--- src/rtl/fetch_stage_if.sv ---
// -----------------------------------------------------------------------------
// fetch_stage_if
// Instruction-memory request/ack bus between the fetch stage and instruction
// memory.
//   imem_req   : fetch request, held with a stable address until acked
//   imem_addr  : fetch address (PC_W bits)
//   imem_ack   : word valid this cycle (meaningful only while imem_req=1)
//   imem_rdata : fetched instruction word (IR_W bits), valid with imem_ack
// The master modport is the fetch stage; the slave modport is the memory.
// -----------------------------------------------------------------------------
interface fetch_stage_if #(
  parameter int PC_W = 8,
  parameter int IR_W = 16
);
  logic            imem_req;
  logic [PC_W-1:0] imem_addr;
  logic            imem_ack;
  logic [IR_W-1:0] imem_rdata;

  modport master (
    output imem_req,
    output imem_addr,
    input  imem_ack,
    input  imem_rdata
  );

  modport slave (
    input  imem_req,
    input  imem_addr,
    output imem_ack,
    output imem_rdata
  );
endinterface

--- src/rtl/fetch_stage.sv ---
// -----------------------------------------------------------------------------
// fetch_stage
// Instruction-fetch stage directly upstream of decode. Owns the PC, fetches
// over a req/ack handshake, latches returned words into the decode
// instruction register and predecodes static (J/CALL) and register (JR/RET)
// jumps. A one-entry skid buffer absorbs a word that arrives while decode
// stalls; an execute redirect flushes the stage.
// Ports:
//   clk, reset            : clock, asynchronous active-high reset
//   imem (master)         : imem_req/imem_addr out, imem_ack/imem_rdata in
//   stall_in              : decode stall, IR holds
//   ex_redirect/ex_target : execute redirect and its new PC
//   ir_dec/pc_dec/ir_valid: instruction register, its PC, real-instruction flag
//   instr                 : opcode field of ir_dec
//   s_jump/r_jump         : ir_dec holds a static / register jump
// -----------------------------------------------------------------------------
module fetch_stage #(
  parameter int              PC_W     = 8,
  parameter int              IR_W     = 16,
  parameter logic [PC_W-1:0] RESET_PC = {PC_W{1'b0}},
  parameter logic [4:0]      J_OP     = 5'h0C,
  parameter logic [4:0]      CALL_OP  = 5'h0D,
  parameter logic [4:0]      JR_OP    = 5'h0E,
  parameter logic [4:0]      RET_OP   = 5'h0F
) (
  input  logic            clk,
  input  logic            reset,
  fetch_stage_if.master   imem,
  input  logic            stall_in,
  input  logic            ex_redirect,
  input  logic [PC_W-1:0] ex_target,
  output logic [IR_W-1:0] ir_dec,
  output logic [PC_W-1:0] pc_dec,
  output logic            ir_valid,
  output logic [4:0]      instr,
  output logic            s_jump,
  output logic            r_jump
);

  typedef enum logic [0:0] {
    ST_FETCH  = 1'b0,
    ST_WAIT_R = 1'b1
  } state_e;

  state_e          state_q, state_d;
  logic [PC_W-1:0] pc_q, pc_d;        // address of the current / next request
  logic [PC_W-1:0] tgt_q, tgt_d;      // redirect target parked behind a dropped request
  logic            drop_q, drop_d;    // outstanding request's data must be discarded
  logic            req_q, req_d;
  logic [IR_W-1:0] ir_q, ir_d;
  logic [PC_W-1:0] pcdec_q, pcdec_d;
  logic            irv_q, irv_d;
  logic [IR_W-1:0] buf_q, buf_d;
  logic [PC_W-1:0] bufpc_q, bufpc_d;
  logic            bufv_q, bufv_d;

  logic            ack_s;             // accepted ack
  logic            take_s;            // accepted ack whose word is kept
  logic            pend_s;            // request still outstanding after this cycle
  logic [4:0]      rd_op_s;
  logic [PC_W-1:0] rd_tgt_s;

  function automatic logic is_sjump(input logic [4:0] op);
    return (op == J_OP) || (op == CALL_OP);
  endfunction

  function automatic logic is_rjump(input logic [4:0] op);
    return (op == JR_OP) || (op == RET_OP);
  endfunction

  assign ack_s    = imem.imem_ack & req_q;
  assign take_s   = ack_s & ~drop_q;
  assign pend_s   = req_q & ~imem.imem_ack;
  assign rd_op_s  = imem.imem_rdata[4:0];
  assign rd_tgt_s = imem.imem_rdata[PC_W+4:5];

  // State register.
  always_ff @(posedge clk or posedge reset) begin
    if (reset) begin
      state_q <= ST_FETCH;
    end else begin
      state_q <= state_d;
    end
  end

  // Next state: a fetched register jump parks the stage until a redirect.
  always_comb begin
    state_d = state_q;
    if (ex_redirect) begin
      state_d = ST_FETCH;
    end else if (take_s && is_rjump(rd_op_s)) begin
      state_d = ST_WAIT_R;
    end else begin
      state_d = state_q;
    end
  end

  // PC steering; a redirect during an outstanding request keeps the address
  // stable and parks the target until the stale ack returns.
  always_comb begin
    pc_d   = pc_q;
    tgt_d  = tgt_q;
    drop_d = drop_q;
    if (ex_redirect) begin
      if (pend_s) begin
        tgt_d  = ex_target;
        drop_d = 1'b1;
      end else begin
        pc_d   = ex_target;
        drop_d = 1'b0;
      end
    end else if (ack_s && drop_q) begin
      pc_d   = tgt_q;
      drop_d = 1'b0;
    end else if (take_s) begin
      if (is_sjump(rd_op_s)) begin
        pc_d = rd_tgt_s;
      end else if (is_rjump(rd_op_s)) begin
        pc_d = pc_q;
      end else begin
        pc_d = pc_q + {{(PC_W-1){1'b0}}, 1'b1};
      end
    end else begin
      pc_d = pc_q;
    end
  end

  // Instruction register and skid buffer: buffer first, then live ack, else NOP.
  always_comb begin
    ir_d    = ir_q;
    irv_d   = irv_q;
    pcdec_d = pcdec_q;
    buf_d   = buf_q;
    bufpc_d = bufpc_q;
    bufv_d  = bufv_q;
    if (ex_redirect) begin
      ir_d    = {IR_W{1'b0}};
      irv_d   = 1'b0;
      pcdec_d = {PC_W{1'b0}};
      bufv_d  = 1'b0;
    end else if (!stall_in) begin
      if (bufv_q) begin
        ir_d    = buf_q;
        pcdec_d = bufpc_q;
        irv_d   = 1'b1;
        bufv_d  = 1'b0;
      end else if (take_s) begin
        ir_d    = imem.imem_rdata;
        pcdec_d = pc_q;
        irv_d   = 1'b1;
      end else begin
        ir_d    = {IR_W{1'b0}};
        pcdec_d = {PC_W{1'b0}};
        irv_d   = 1'b0;
      end
    end else if (take_s) begin
      buf_d   = imem.imem_rdata;
      bufpc_d = pc_q;
      bufv_d  = 1'b1;
    end else begin
      bufv_d  = bufv_q;
    end
  end

  // Request for next cycle: keep an unacked request up, otherwise ask only
  // when fetching and the skid buffer will be empty.
  always_comb begin
    req_d = pend_s | ((state_d == ST_FETCH) & ~bufv_d);
  end

  // Datapath registers.
  always_ff @(posedge clk or posedge reset) begin
    if (reset) begin
      pc_q    <= RESET_PC;
      tgt_q   <= {PC_W{1'b0}};
      drop_q  <= 1'b0;
      req_q   <= 1'b0;
      ir_q    <= {IR_W{1'b0}};
      pcdec_q <= {PC_W{1'b0}};
      irv_q   <= 1'b0;
      buf_q   <= {IR_W{1'b0}};
      bufpc_q <= {PC_W{1'b0}};
      bufv_q  <= 1'b0;
    end else begin
      pc_q    <= pc_d;
      tgt_q   <= tgt_d;
      drop_q  <= drop_d;
      req_q   <= req_d;
      ir_q    <= ir_d;
      pcdec_q <= pcdec_d;
      irv_q   <= irv_d;
      buf_q   <= buf_d;
      bufpc_q <= bufpc_d;
      bufv_q  <= bufv_d;
    end
  end

  // Outputs, all driven from registers; jump flags predecode the IR opcode.
  always_comb begin
    imem.imem_req  = req_q;
    imem.imem_addr = pc_q;
    ir_dec         = ir_q;
    pc_dec         = pcdec_q;
    ir_valid       = irv_q;
    instr          = ir_q[4:0];
    s_jump         = irv_q & is_sjump(ir_q[4:0]);
    r_jump         = irv_q & is_rjump(ir_q[4:0]);
  end

endmodule

--- src/flat_wrapper.sv ---
// flat-port wrapper written by rule: the top's interface ports become plain ports
module fetch_stage_flat 
#(
  parameter int              PC_W     = 8,
  parameter int              IR_W     = 16,
  parameter logic [PC_W-1:0] RESET_PC = {PC_W{1'b0}},
  parameter logic [4:0]      J_OP     = 5'h0C,
  parameter logic [4:0]      CALL_OP  = 5'h0D,
  parameter logic [4:0]      JR_OP    = 5'h0E,
  parameter logic [4:0]      RET_OP   = 5'h0F
)
  (clk, reset, stall_in, ex_redirect, ex_target, ir_dec, pc_dec, ir_valid, instr, s_jump, r_jump, imem_imem_req, imem_imem_addr, imem_imem_ack, imem_imem_rdata);
  fetch_stage_if #(.PC_W(PC_W), .IR_W(IR_W)) imem_i ();
  input  logic clk;
  input  logic reset;
  input  logic stall_in;
  input  logic ex_redirect;
  input  logic [PC_W-1:0] ex_target;
  output logic [IR_W-1:0] ir_dec;
  output logic [PC_W-1:0] pc_dec;
  output logic ir_valid;
  output logic [4:0] instr;
  output logic s_jump;
  output logic r_jump;
  output wire logic [$bits(imem_i.imem_req)-1:0] imem_imem_req;
  output wire logic [$bits(imem_i.imem_addr)-1:0] imem_imem_addr;
  input wire logic [$bits(imem_i.imem_ack)-1:0] imem_imem_ack;
  input wire logic [$bits(imem_i.imem_rdata)-1:0] imem_imem_rdata;
  assign imem_imem_req = imem_i.imem_req;
  assign imem_imem_addr = imem_i.imem_addr;
  assign imem_i.imem_ack = imem_imem_ack;
  assign imem_i.imem_rdata = imem_imem_rdata;
  fetch_stage #(.PC_W(PC_W), .IR_W(IR_W), .RESET_PC(RESET_PC), .J_OP(J_OP), .CALL_OP(CALL_OP), .JR_OP(JR_OP), .RET_OP(RET_OP)) u_core (.clk(clk), .reset(reset), .imem(imem_i), .stall_in(stall_in), .ex_redirect(ex_redirect), .ex_target(ex_target), .ir_dec(ir_dec), .pc_dec(pc_dec), .ir_valid(ir_valid), .instr(instr), .s_jump(s_jump), .r_jump(r_jump));
endmodule
--- config.mk ---
export PLATFORM = sky130hd
export DESIGN_NAME = fetch_stage_flat
export DESIGN_NICKNAME = d
export VERILOG_FILES = /design/src/rtl/fetch_stage_if.sv /design/src/rtl/fetch_stage.sv /design/src/flat_wrapper.sv
export SDC_FILE = /design/constraint.sdc
export NUM_CORES = 1
export LEC_CHECK = 0
export CAP_MARGIN = 20
export CORE_UTILIZATION = 53
export CTS_BUF_LIST = sky130_fd_sc_hd__clkbuf_4 sky130_fd_sc_hd__clkbuf_8
export DETAILED_ROUTE_END_ITERATION = 8
export PLACE_DENSITY = 0.82
export RECOVER_POWER = 50
export SLEW_MARGIN = 10
export SYNTH_ARGS = -nofsm -noshare
export SYNTH_HDL_FRONTEND = slang
export SYNTH_SLANG_ARGS = --single-unit
--- constraint.sdc ---
create_clock -name clk -period 2.38 [get_ports clk]
set_input_delay 0.357 -clock clk [delete_from_list [all_inputs] [get_ports clk]]
set_output_delay 0.357 -clock clk [all_outputs]
set_load 0.01 [all_outputs]
Fig. 1: run 1, the metal 3 layer
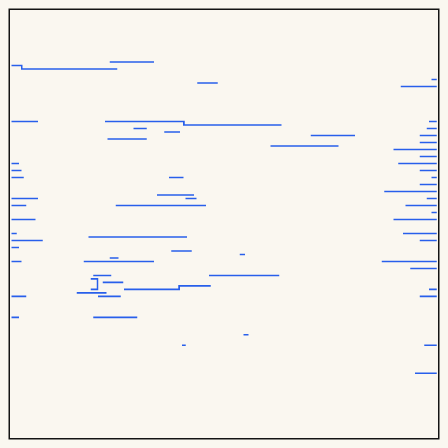
main direction: horizontal
wire length on this layer: 365 um
share of all routed wire: 4.7%
longest straight run: 18.9 um
nets with wire on the layer: 60
Routed WL: 7770 um
met3 track demand over resource: 5.57%
Vias: 2566

Fig. 2: run 1, signal wires by layer
Only two layers are drawn.
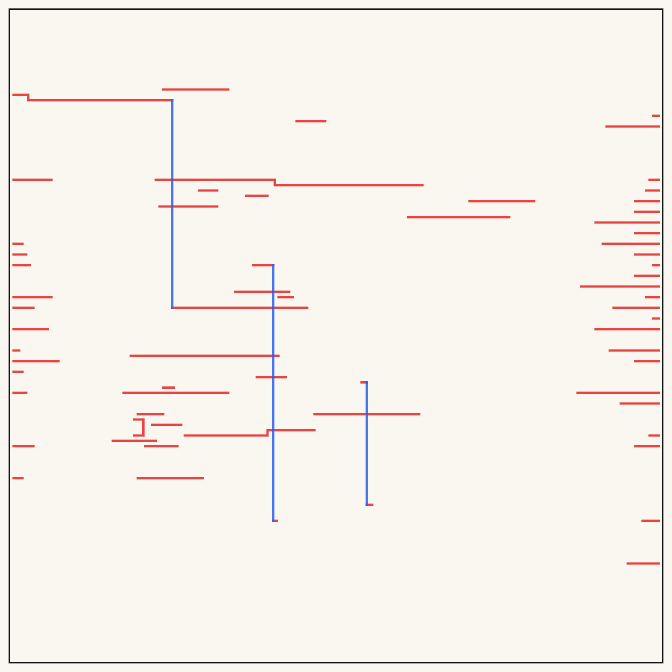
| layer | colour | wire length |
|---|---|---|
| M3 | red | 365 um |
| M4 | blue | 74.8 um |
GRT Total Usage: 24.2%
DR WL/cell: 17.5 um

Fig. 3: run 1, sequential cells coloured by netlist name
Other sequential cells in the stronger grey, the rest of the logic in the fainter grey.
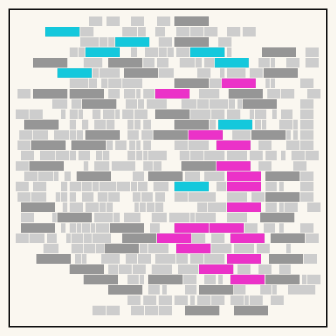
| signal | colour | flops |
|---|---|---|
| u_core.buf_q | magenta | 16 |
| u_core.pc_dec | cyan | 8 |
not coloured: 45
Seq/total area: 39.3%
Layout Utilization: 69.2%
Register Area: 1730 sq um

==> impl_metrics.json, run 1 <==
{
  "outcome": "complete, no violations",
  "dp_hpwl_um": 5470,
  "clock_sinks": 69,
  "combPwrFrac_pct": 22.4,
  "antenna_found_initial": 0,
  "leakage_uw": 0.00191,
  "pwr-share-seq_pct": 49.1,
  "p_sw_uw": 887,
  "clkLatencyLatePin_ps": 340,
  "first_pass_iters": 4,
  "period_used_pct": 81.6,
  "post-cts-setup-buffers": 0,
  "synth_cell_types": 55,
  "die_y_um": 83.2,
  "max-cap-violations": 0,
  "critPathKind": "reg -> out",
  "fin_ws_ps": 437,
  "hold_depth": 2,
  "cts_resized": 0,
  "r2r-start": "u_core.imem.imem_addr[1]",
  "path_cells": "nand4b_1, nor2_1, clkdlybuf4s50_1",
  "tightestPinTransition_ps": 407,
  "grt_max_degree": 70,
  "cts_hold_buf": 0,
  "ys_ff": 69,
  "ant_nets": 0,
  "cp_slowest_stage_delay_ps": 530,
  "ys_cells": 295,
  "worstSetupStartpoint": "u_core.ir_dec[4]",
  "yosys_area_sq_um": 3500,
  "mi_logic_area_sq_um": 1580,
  "ys.flop_type": "dfrtp_1",
  "worstRegToRegCells": 5,
  "synthesis.instances": 295,
  "hold_path_end": "u_core.ir_dec[10]",
  "synth-async-reset-ratio_pct": 100,
  "syn2layout_area_growth_pct": 25.7,
  "hold_class": "reg -> reg",
  "skew_ps": 6.90,
  "cts_tree": "built",
  "start_kind": "flip-flop",
  "cp.buffers_inverters": 1,
  "regToRegEndpoint": "u_core.imem.imem_addr[6]",
  "setup_viol": 0,
  "path_max_fanout": 4,
  "lay_top_count": "dfrtp_1",
  "finalNetCount": 391,
  "max-clock-path-buffers": 2,
  "boundaryPins": 70,
  "clk_pin_slew_ps": 70,
  "dp_slack_ps": 214,
  "crit_path_top_delay_cell": "clkdlybuf4s50_1",
  "max_slew_margin_pct": 72.8,
  "syn_area_sq_um": 3500,
  "critPathTopFamily": "buffers and inverters",
  "h-tree-depth": 3,
  "arrival_ps": 1590,
  "rrSetupSlack_ps": 550,
  "grt_pass1_vias": 2577,
  "final_cell_mix": "dfrtp_1 (69), clkdlybuf4s50_1 (50), nand2_1 (30), mux2i_1 (22), mux2_4 (20)",
  "n_antenna_cell": 0,
  "fillers": 466,
  "ys_seq_share_pct": 49.4,
  "grt_pass1_wl_um": 13200,
  "viasPerCell": 5.79,
  "die-area_sq_um": 6930,
  "p_sw_share_pct": 28.4,
  "edf_count": 0,
  "drv_slew": 0,
  "hold_start": "u_core.ir_dec[10]",
  "ir_drop_mv": 0.380,
  "gp_congestion": 0.884,
  "hold_viol": 0,
  "cts-buffers-inserted": 9,
  "initial_core_util_pct": 55.1,
  "post-route-min-period_ps": 1940,
  "drt_iter0_drc": 145,
  "std_cell_rows": 29,
  "grt_overflow": 0,
  "synth_area_per_cell_sq_um": 11.9,
  "tns_ps": 0,
  "end_kind": "output port",
  "tool_warnings": 26,
  "fmax_ghz": 0.515,
  "grt_setup_unrepaired": "no",
  "p_int_uw": 2240,
  "die_w_um": 83.2,
  "root_buffer": "clkbuf_8",
  "pwr-share-clk_pct": 28.5,
  "io_buffers": 69,
  "drc": 0,
  "powerDensity_nw_per_um2": 712,
  "synth_warnings": 0,
  "placed_cell_area_sq_um": 4210,
  "drive_gt1_share_pct": 22.4,
  "synth_nets": 325
}
[run 1: power by group through the flow]
stage               logic, uW  clock network (uW)  registers, uW
floorplan                 481                   0           1510
global placement          689                   0           1540
detailed placement        708                   0           1550
CTS                       713                 903           1530
global route              759                 967           1560
finish                    701                 891           1540
[run 1: cell type report]
class	count	share of cell area, %
repair buffers	78	17.8
inverters	6	0.512
clock inverters	3	0.455
clock buffers	13	3.78
flip-flops and latches	69	39.3
well taps	77	2.19
multi-input cells	197	36.0
[run 1: cells in the mapped netlist (2+ instances only)]
cell type  count  area [sq um]
a211o_1        2          17.5
nand3_1        4          20.0
inv_1          6          22.5
a221oi_1       5          43.8
o21ai_0       12          60.1
o21ai_1        3          15.0
mux2_4        20           300
a2bb2oi_1      2          17.5
mux2i_1       22           220
buf_4         11          82.6
mux2_2        14           158
xor2_1         2          17.5
o21ai_2       16           140
nor2_1         6          22.5
dfrtp_1       69          1730
o22ai_1        2          12.5
nor3_1         6          30.0
a21oi_1        9          45.0
nand2_1       30           113
a31oi_1        3          18.8
buf_6          5          56.3
clkbuf_1       5          18.8
nor2b_1        9          56.3
[run 1: worst min-delay path, stage by stage (launching register included)]
cell	delay, ps
dfrtp_1	340
nand2_1	60
o21ai_2	40
[run 1: how the worst max path moves through the flow]
stage                                   to  slack (ps)  cells past startpoint
after floorplan            u_core.buf_q[0]         280                      1
after global placement    u_core.buf_q[12]         270                      5
after detailed placement  u_core.buf_q[13]         210                      5
after CTS                           s_jump         420                      3
after global routing                r_jump         330                      3
final                               s_jump         440                      3
[run 1: logic make-up after synthesis]
kind of cell / after synthesis / share of synthesized area, %
flops: 69 / 49.4
mux: 56 / 19.4
fa+ha+maj: 1 / 0.358
simple gates: 69 / 10.6
compound gates: 68 / 14.2
buf+inv: 29 / 5.40
xor+xnor: 3 / 0.751
[run 1: per-stage QoR]
step / power (uW) / hold WS, ps / cells
2_1_floorplan: 1990 / 474 / 295
3_3_place_gp: 2230 / 461 / 427
3_5_place_dp: 2260 / 469 / 427
4_1_cts: 3150 / 421 / 443
5_1_grt: 3290 / 507 / 443
6_report: 3130 / 474 / 443
[run 1: metal layers]
metal	up-vias	global-route usage [%]	part of all wire (%)
met5	-	0	0
met1	1271	33.1	46
li1	1200	-	-
met2	89	38.4	49
met3	6	5.57	4.7
met4	0	8.15	0.95
[run 1: registers in the layout (all words and copies together), names as in the netlist]
signal	cells
u_core.ir_dec	16
u_core.buf_q	16
u_core.state_q	1
u_core.imem.imem_addr	8
u_core.bufv_q	1
u_core.drop_q	1
u_core.imem.imem_req	1
u_core.pc_dec	8
u_core.bufpc_q	8
u_core.ir_valid	1
u_core.tgt_q	8
Fig. 4: run 1, routing congestion
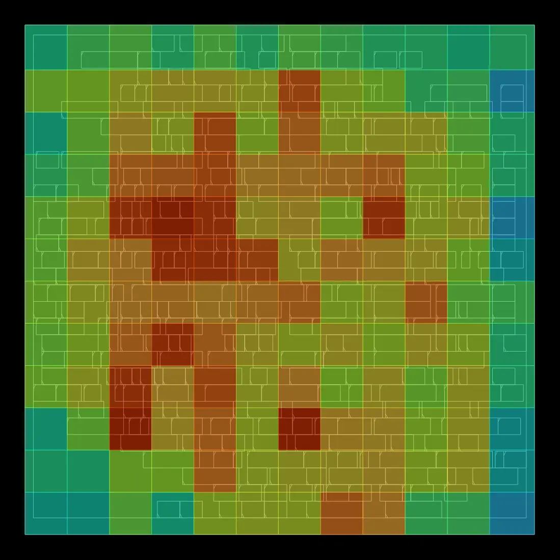

## Run 2: what changed since run 1
- clock period: 2.38 -> 2 ns (I/O delays scaled with it)
Fig. 5: run 2, routing congestion
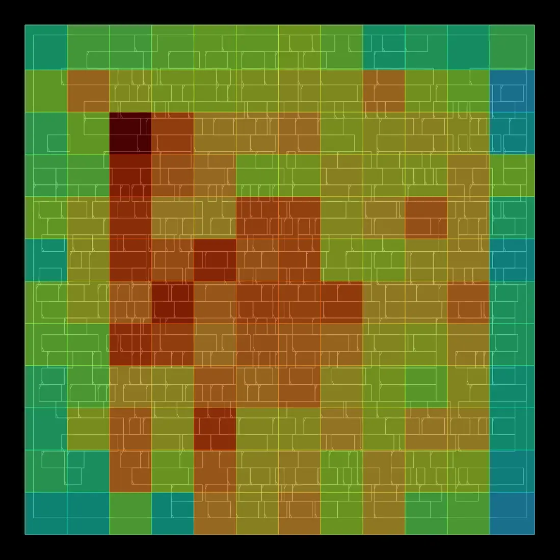
GRT Total Usage: 25.2%
met2 Use GR: 40.6%
DR WL/cell: 17.7 um
Global Route met1 Usage: 33.3%

==> run 2 against run 1 <==
  * First-iteration DRC count up 14%
  * Cell area is 2.7% higher
  * Register-to-register slack worse by 190 ps
  * Critical endpoint unchanged
  * Largest cell class unchanged
  * Largest power group unchanged
==> impl_metrics.json, run 2 <==
{
  "fin_ws_ps": 99.5,
  "start_kind": "flip-flop",
  "viasPerCell": 5.79,
  "clock_sinks": 69,
  "drc": 0,
  "ant_nets": 0,
  "outcome": "complete, no violations",
  "die-area_sq_um": 6930,
  "placed_cell_area_sq_um": 4320,
  "cts_tree": "built",
  "edf_count": 0,
  "hold_ws_ps": 473,
  "period_used_pct": 95.0,
  "tightestPinTransition_ps": 941,
  "tns_ps": 0,
  "dp_slack_ps": 23.7,
  "h-tree-depth": 3,
  "ir_drop_mv": 0.520,
  "clkLatencyLatePin_ps": 350,
  "end_kind": "output port",
  "cp_slowest_stage_delay_ps": 530,
  "boundaryPins": 70,
  "grt_pass1_wl_um": 13500,
  "root_buffer": "clkbuf_8",
  "drive_gt1_share_pct": 25.3,
  "post-route-min-period_ps": 1900,
  "n_antenna_cell": 0,
  "yosysTopAreaCellShare_pct": 49.4,
  "crit_path_top_delay_cell": "clkdlybuf4s50_1",
  "grt_pass1_vias": 2762,
  "synth-async-reset-ratio_pct": 100,
  "syn2layout_area_growth_pct": 29.2,
  "top_cell": "dfrtp_1",
  "grt_busiest_layer": "met2",
  "ys_ff": 69,
  "std_cell_rows": 29,
  "drv_slew": 0,
  "yosysTopAreaCell": "dfrtp_1",
  "synth_area_per_cell_sq_um": 11.9,
  "seq_area_sq_um": 1730,
  "setup_viol": 0,
  "skew_ps": 8.44,
  "powerDensity_nw_per_um2": 857,
  "fmax_ghz": 0.526,
  "max-clock-path-buffers": 2,
  "critPathKind": "reg -> out",
  "ys.flop_type": "dfrtp_1",
  "arrival_ps": 1600,
  "final_cell_mix": "dfrtp_1 (69), clkdlybuf4s50_1 (49), nand2_1 (30), mux2i_1 (22), buf_4 (21)",
  "first_pass_iters": 4,
  "routed_wirelength_um": 8060,
  "fillers": 479,
  "grt_max_degree": 70,
  "clk_pin_slew_ps": 70,
  "gp_congestion": 0.904,
  "mi_logic_area_sq_um": 1580,
  "leakage_uw": 0.00200,
  "die_w_um": 83.2,
  "synth_nets": 325,
  "area_leaders": "dfrtp_1 (49%), mux2_4 (8.6%), mux2i_1 (6.3%), mux2_2 (4.5%), o21ai_2 (4.0%)"
}
run 2: path summary, 6_finish.rpt:
path	start	to	slack [ps]	cells past startpoint
max	u_core.ir_dec[4]	s_jump	100	3
min	u_core.ir_dec[8]	u_core.ir_dec[8]	470	2
max reg2reg	u_core.imem.imem_req	u_core.pc_dec[3]	360	4
min reg2reg	u_core.ir_dec[8]	u_core.ir_dec[8]	470	2
max in group asynchronous	reset	u_core.buf_q[3]	630	3
min in group asynchronous	reset	u_core.tgt_q[2]	770	3
run 2: cells by family after synthesis:
group | share of synthesized area, %
flops | 49.4
fa+ha+maj | 0.358
buf+inv | 5.40
xor+xnor | 0.751
mux | 19.4
compound gates | 14.2
simple gates | 10.6
run 2: final cells by class:
| cell class | instances | share of cell area (%) |
|---|---|---|
| Inverter | 6 | 0.582 |
| Clock inverter | 1 | 0.665 |
| Timing Repair Buffer | 93 | 19.6 |
| Tap cell | 77 | 2.13 |
| Sequential cell | 69 | 38.2 |
| Multi-Input combinational cell | 197 | 35.0 |
| Clock buffer | 13 | 3.82 |
run 2: what timing repair did:
action / in CTS / in global routing
setup endpoints to repair: 0 / 2
buffers inserted: 0 / 1
gates resized: 0 / 1
run 2: power breakdown:
part | internal (uW) | total (uW) | leakage, uW | switching (uW)
Sequential | 1630 | 1810 | 0.000866 | 183
Combinational | 524 | 892 | 0.00103 | 368
Clock | 679 | 1170 | 0.000105 | 493
run 2: worst max-delay path, delay by kind of cell, from the launching register on:
family        cells  cell delay, ps
flops             1             400
simple gates      2             330
buf+inv           1             530
run 2: metal layers:
metal | share of wire [%] | wire length [um] | vias up
met5 | 0 | 0 | -
met4 | 1.7 | 134 | 0
met3 | 5.6 | 455 | 13
met2 | 49 | 3920 | 92
met1 | 44 | 3550 | 1307
li1 | - | - | 1229
run 2: stage by stage:
stage	total power (uW)	util, %	instances
floorplan	2370	-	295
global placement	2690	68.0	441
detailed placement	2730	68.0	441
CTS	3910	71.2	455
global route	4050	71.1	456
finish	3870	71.1	456
Fig. 6: run 2, sequential cells coloured by netlist name
Other sequential cells in the stronger grey, the rest of the logic in the fainter grey.
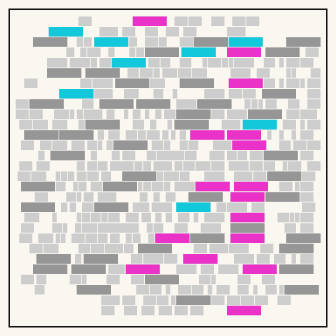

## Run 3: what changed since run 2
- CELL_PAD_IN_SITES_DETAIL_PLACEMENT: default -> 0
- CELL_PAD_IN_SITES_GLOBAL_PLACEMENT: default -> 2
- CORE_UTILIZATION: 53 -> 25
- PLACE_DENSITY: 0.82 -> default
- PLACE_DENSITY_LB_ADDON: default -> 0.1
- SKIP_LAST_GASP: default -> 1
Fig. 7: run 3, sequential cells coloured by netlist name
Other sequential cells in the stronger grey, the rest of the logic in the fainter grey.
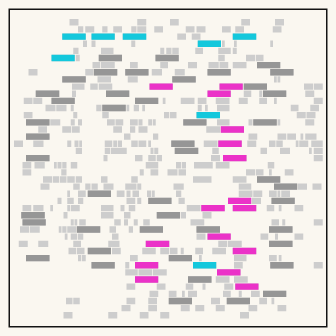
| signal | colour | flops |
|---|---|---|
| u_core.pc_dec | cyan | 8 |
| u_core.buf_q | magenta | 16 |
not coloured: 45
Sequential Power: 1800 uW
Layout Utilization: 34.8%
Seq/total area: 36.9%

==> run 3 against run 2 <==
  * Clock power shrank 9%
  * First-iteration DRC count shrank 36%
  * Sequential power is essentially flat
  * Clock skew is essentially flat
  * Largest power group unchanged
==> impl_metrics.json, run 3 <==
{
  "post-route-min-period_ps": 1870,
  "initial_core_util_pct": 26.0,
  "drive_gt1_share_pct": 26.4,
  "dp_hpwl_um": 6750,
  "powerDensity_nw_per_um2": 805,
  "power_uw": 3770,
  "synth_nets": 325,
  "lay_top_count": "dfrtp_1",
  "syn2layout_area_growth_pct": 33.8,
  "tool_warnings": 26,
  "yosysTopAreaCellShare_pct": 49.4,
  "die-area_sq_um": 14500,
  "root_buffer": "clkbuf_8",
  "worstPathRequired_ps": 1700,
  "clock_sinks": 69,
  "die_y_um": 120,
  "antenna_found_initial": 0,
  "max-clock-path-buffers": 2,
  "vias": 2556,
  "final_cell_mix": "dfrtp_1 (69), clkdlybuf4s50_1 (52), nand2_1 (30), buf_4 (26), mux2i_1 (22)",
  "path_max_fanout": 10,
  "cts-buffers-inserted": 9,
  "top_cell": "dfrtp_1",
  "fmax_ghz": 0.535,
  "wl_per_cell_um": 16.6,
  "synth_warnings": 0,
  "start_kind": "flip-flop",
  "grt_max_degree": 70,
  "first_pass_iters": 4,
  "ys_ff": 69,
  "ys.flop_type": "dfrtp_1",
  "path_cells": "clkdlybuf4s50_1",
  "clkLatencyLatePin_ps": 370,
  "cp_slowest_stage_delay_ps": 610,
  "ant_nets": 0,
  "hold_ws_ps": 472,
  "drc": 0,
  "grt_pass1_vias": 2663,
  "critPathTopFamily": "buffers and inverters",
  "ys_seq_share_pct": 49.4,
  "syn_area_sq_um": 3500,
  "synth_cell_types": 55,
  "tightestPinTransition_ps": 967,
  "fillers": 1402,
  "routed_wirelength_um": 9370,
  "edf_count": 0,
  "yosysTopAreaCell": "dfrtp_1",
  "std_cell_rows": 42,
  "dp_slack_ps": -68.8,
  "h-tree-depth": 3,
  "synthTopCellsByCount": "dfrtp_1 (69), nand2_1 (30), mux2i_1 (22)",
  "grtUsageTotal_pct": 14.2,
  "grt_pass1_wl_um": 15000,
  "cts_tree": "built",
  "outcome": "complete, no violations",
  "cp.buffers_inverters": 1,
  "period_used_pct": 93.5,
  "ir_drop_mv": 0.261,
  "drt_iter0_drc": 107,
  "leakage_uw": 0.00204,
  "ys_cells": 295,
  "io_buffers": 69,
  "arrival_ps": 1570,
  "synth_area_per_cell_sq_um": 11.9,
  "hold_class": "reg -> reg",
  "crit_path_top_delay_cell": "clkdlybuf4s50_1",
  "viasPerCell": 4.54,
  "gp_congestion": 0.751,
  "critPathKind": "reg -> out",
  "grt_overflow": 0,
  "hold_viol": 0,
  "core-area_sq_um": 13500,
  "tns_ps": 0,
  "max_slew_margin_pct": 35.5,
  "end_kind": "output port",
  "fin_ws_ps": 130,
  "area_leaders": "dfrtp_1 (49%), mux2_4 (8.6%), mux2i_1 (6.3%), mux2_2 (4.5%), o21ai_2 (4.0%)",
  "synthesis.instances": 295,
  "n_antenna_cell": 0,
  "die_w_um": 120,
  "setup_viol": 0,
  "finalNetCount": 414,
  "grt_setup_unrepaired": "no",
  "drv_slew": 0,
  "boundaryPins": 70,
  "skew_ps": 8.84,
  "max-cap-violations": 0,
  "synth-async-reset-ratio_pct": 100,
  "clk_pin_slew_ps": 70,
  "yosys_area_sq_um": 3500
}
==> run 3: cell count changes in the layout (fill, tap and decap cells not counted), sizes merged <==
cell / change
buf: +6
dlygate4sd3: -4
clkdlybuf4s50: +3
clkinv: +2
bufinv: -1
clkbuf: +1
dlymetal6s2s: +1
==> run 3: cell type report <==
| class | count | area [sq um] | share of cell area (%) |
|---|---|---|---|
| Clock buffer | 12 | 159 | 3.40 |
| Clock inverter | 2 | 10.0 | 0.214 |
| Inverter | 6 | 26.3 | 0.562 |
| Multi-Input combinational cell | 197 | 1580 | 33.8 |
| Sequential cell | 69 | 1730 | 36.9 |
| Tap cell | 176 | 220 | 4.71 |
| Timing Repair Buffer | 101 | 955 | 20.4 |
==> run 3: worst paths after layout <==
kind | end | slack [ps] | cells past startpoint | from
max | imem_imem_req | 130 | 1 | u_core.imem.imem_req
min reg2reg | u_core.ir_dec[11] | 470 | 2 | u_core.ir_dec[11]
min in group asynchronous | u_core.imem.imem_addr[1] | 780 | 3 | reset
min | u_core.ir_dec[11] | 470 | 2 | u_core.ir_dec[11]
max reg2reg | u_core.pc_dec[5] | 290 | 4 | u_core.imem.imem_req
max in group asynchronous | u_core.imem.imem_addr[6] | 620 | 3 | reset
==> run 3: tightest hold or removal path, delay by kind of cell, from the launching register on <==
| kind | cells | cell delay, ps |
|---|---|---|
| AND/OR/NAND/NOR | 1 | 60 |
| flip-flops | 1 | 340 |
| AND-OR/OR-AND | 1 | 50 |
==> run 3: stage by stage <==
step | instances | util [%] | cell area, sq um
4_1_cts | 563 | 34.9 | 4690
3_3_place_gp | 549 | 33.6 | 4520
3_5_place_dp | 549 | 33.6 | 4520
6_report | 563 | 34.8 | 4680
2_1_floorplan | 295 | - | 3500
5_1_grt | 563 | 34.8 | 4680
==> run 3: power breakdown <==
| group | total, uW | internal [uW] | switching, uW |
|---|---|---|---|
| clock network | 1060 | 514 | 541 |
| registers | 1800 | 1620 | 180 |
| logic | 907 | 537 | 370 |
==> run 3: kinds of logic after synthesis <==
| group | count (synthesis) | share of synthesized area [%] |
|---|---|---|
| buffers and inverters | 29 | 5.40 |
| AND-OR/OR-AND | 68 | 14.2 |
| XOR/XNOR | 3 | 0.751 |
| AND/OR/NAND/NOR | 69 | 10.6 |
| flip-flops | 69 | 49.4 |
| multiplexers | 56 | 19.4 |
| adder cells (fa/ha/maj) | 1 | 0.358 |
==> run 3: metal layers <==
| layer | part of all wire [%] | GRT usage (%) |
|---|---|---|
| met1 | 49 | 18.9 |
| met2 | 45 | 21.4 |
| met3 | 3.9 | 3.58 |
| met4 | 1.9 | 6.48 |
| met5 | 0 | 0 |
==> run 3: repair_timing <==
item	in CTS	in global routing
hold endpoints to repair	0	0
setup buffers	0	0
gates resized	0	2
hold buffers	0	0
setup endpoints to repair	0	2

==> notes/layouts.md <==
Pictures saved along the way, in no particular order.

Ports around the boundary.
Pins as bars across the die edge, other pins in grey.
picture 1
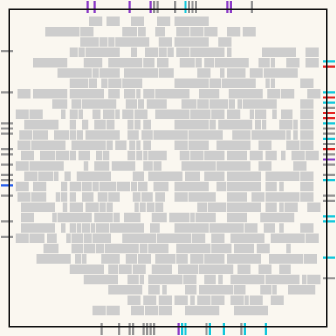
picture 2
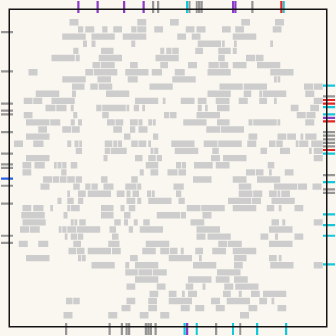
Picture 1 comes from run 1.
Picture 2 comes from run 3.

No activity file was given, so power comes from the tool's default toggle rates.
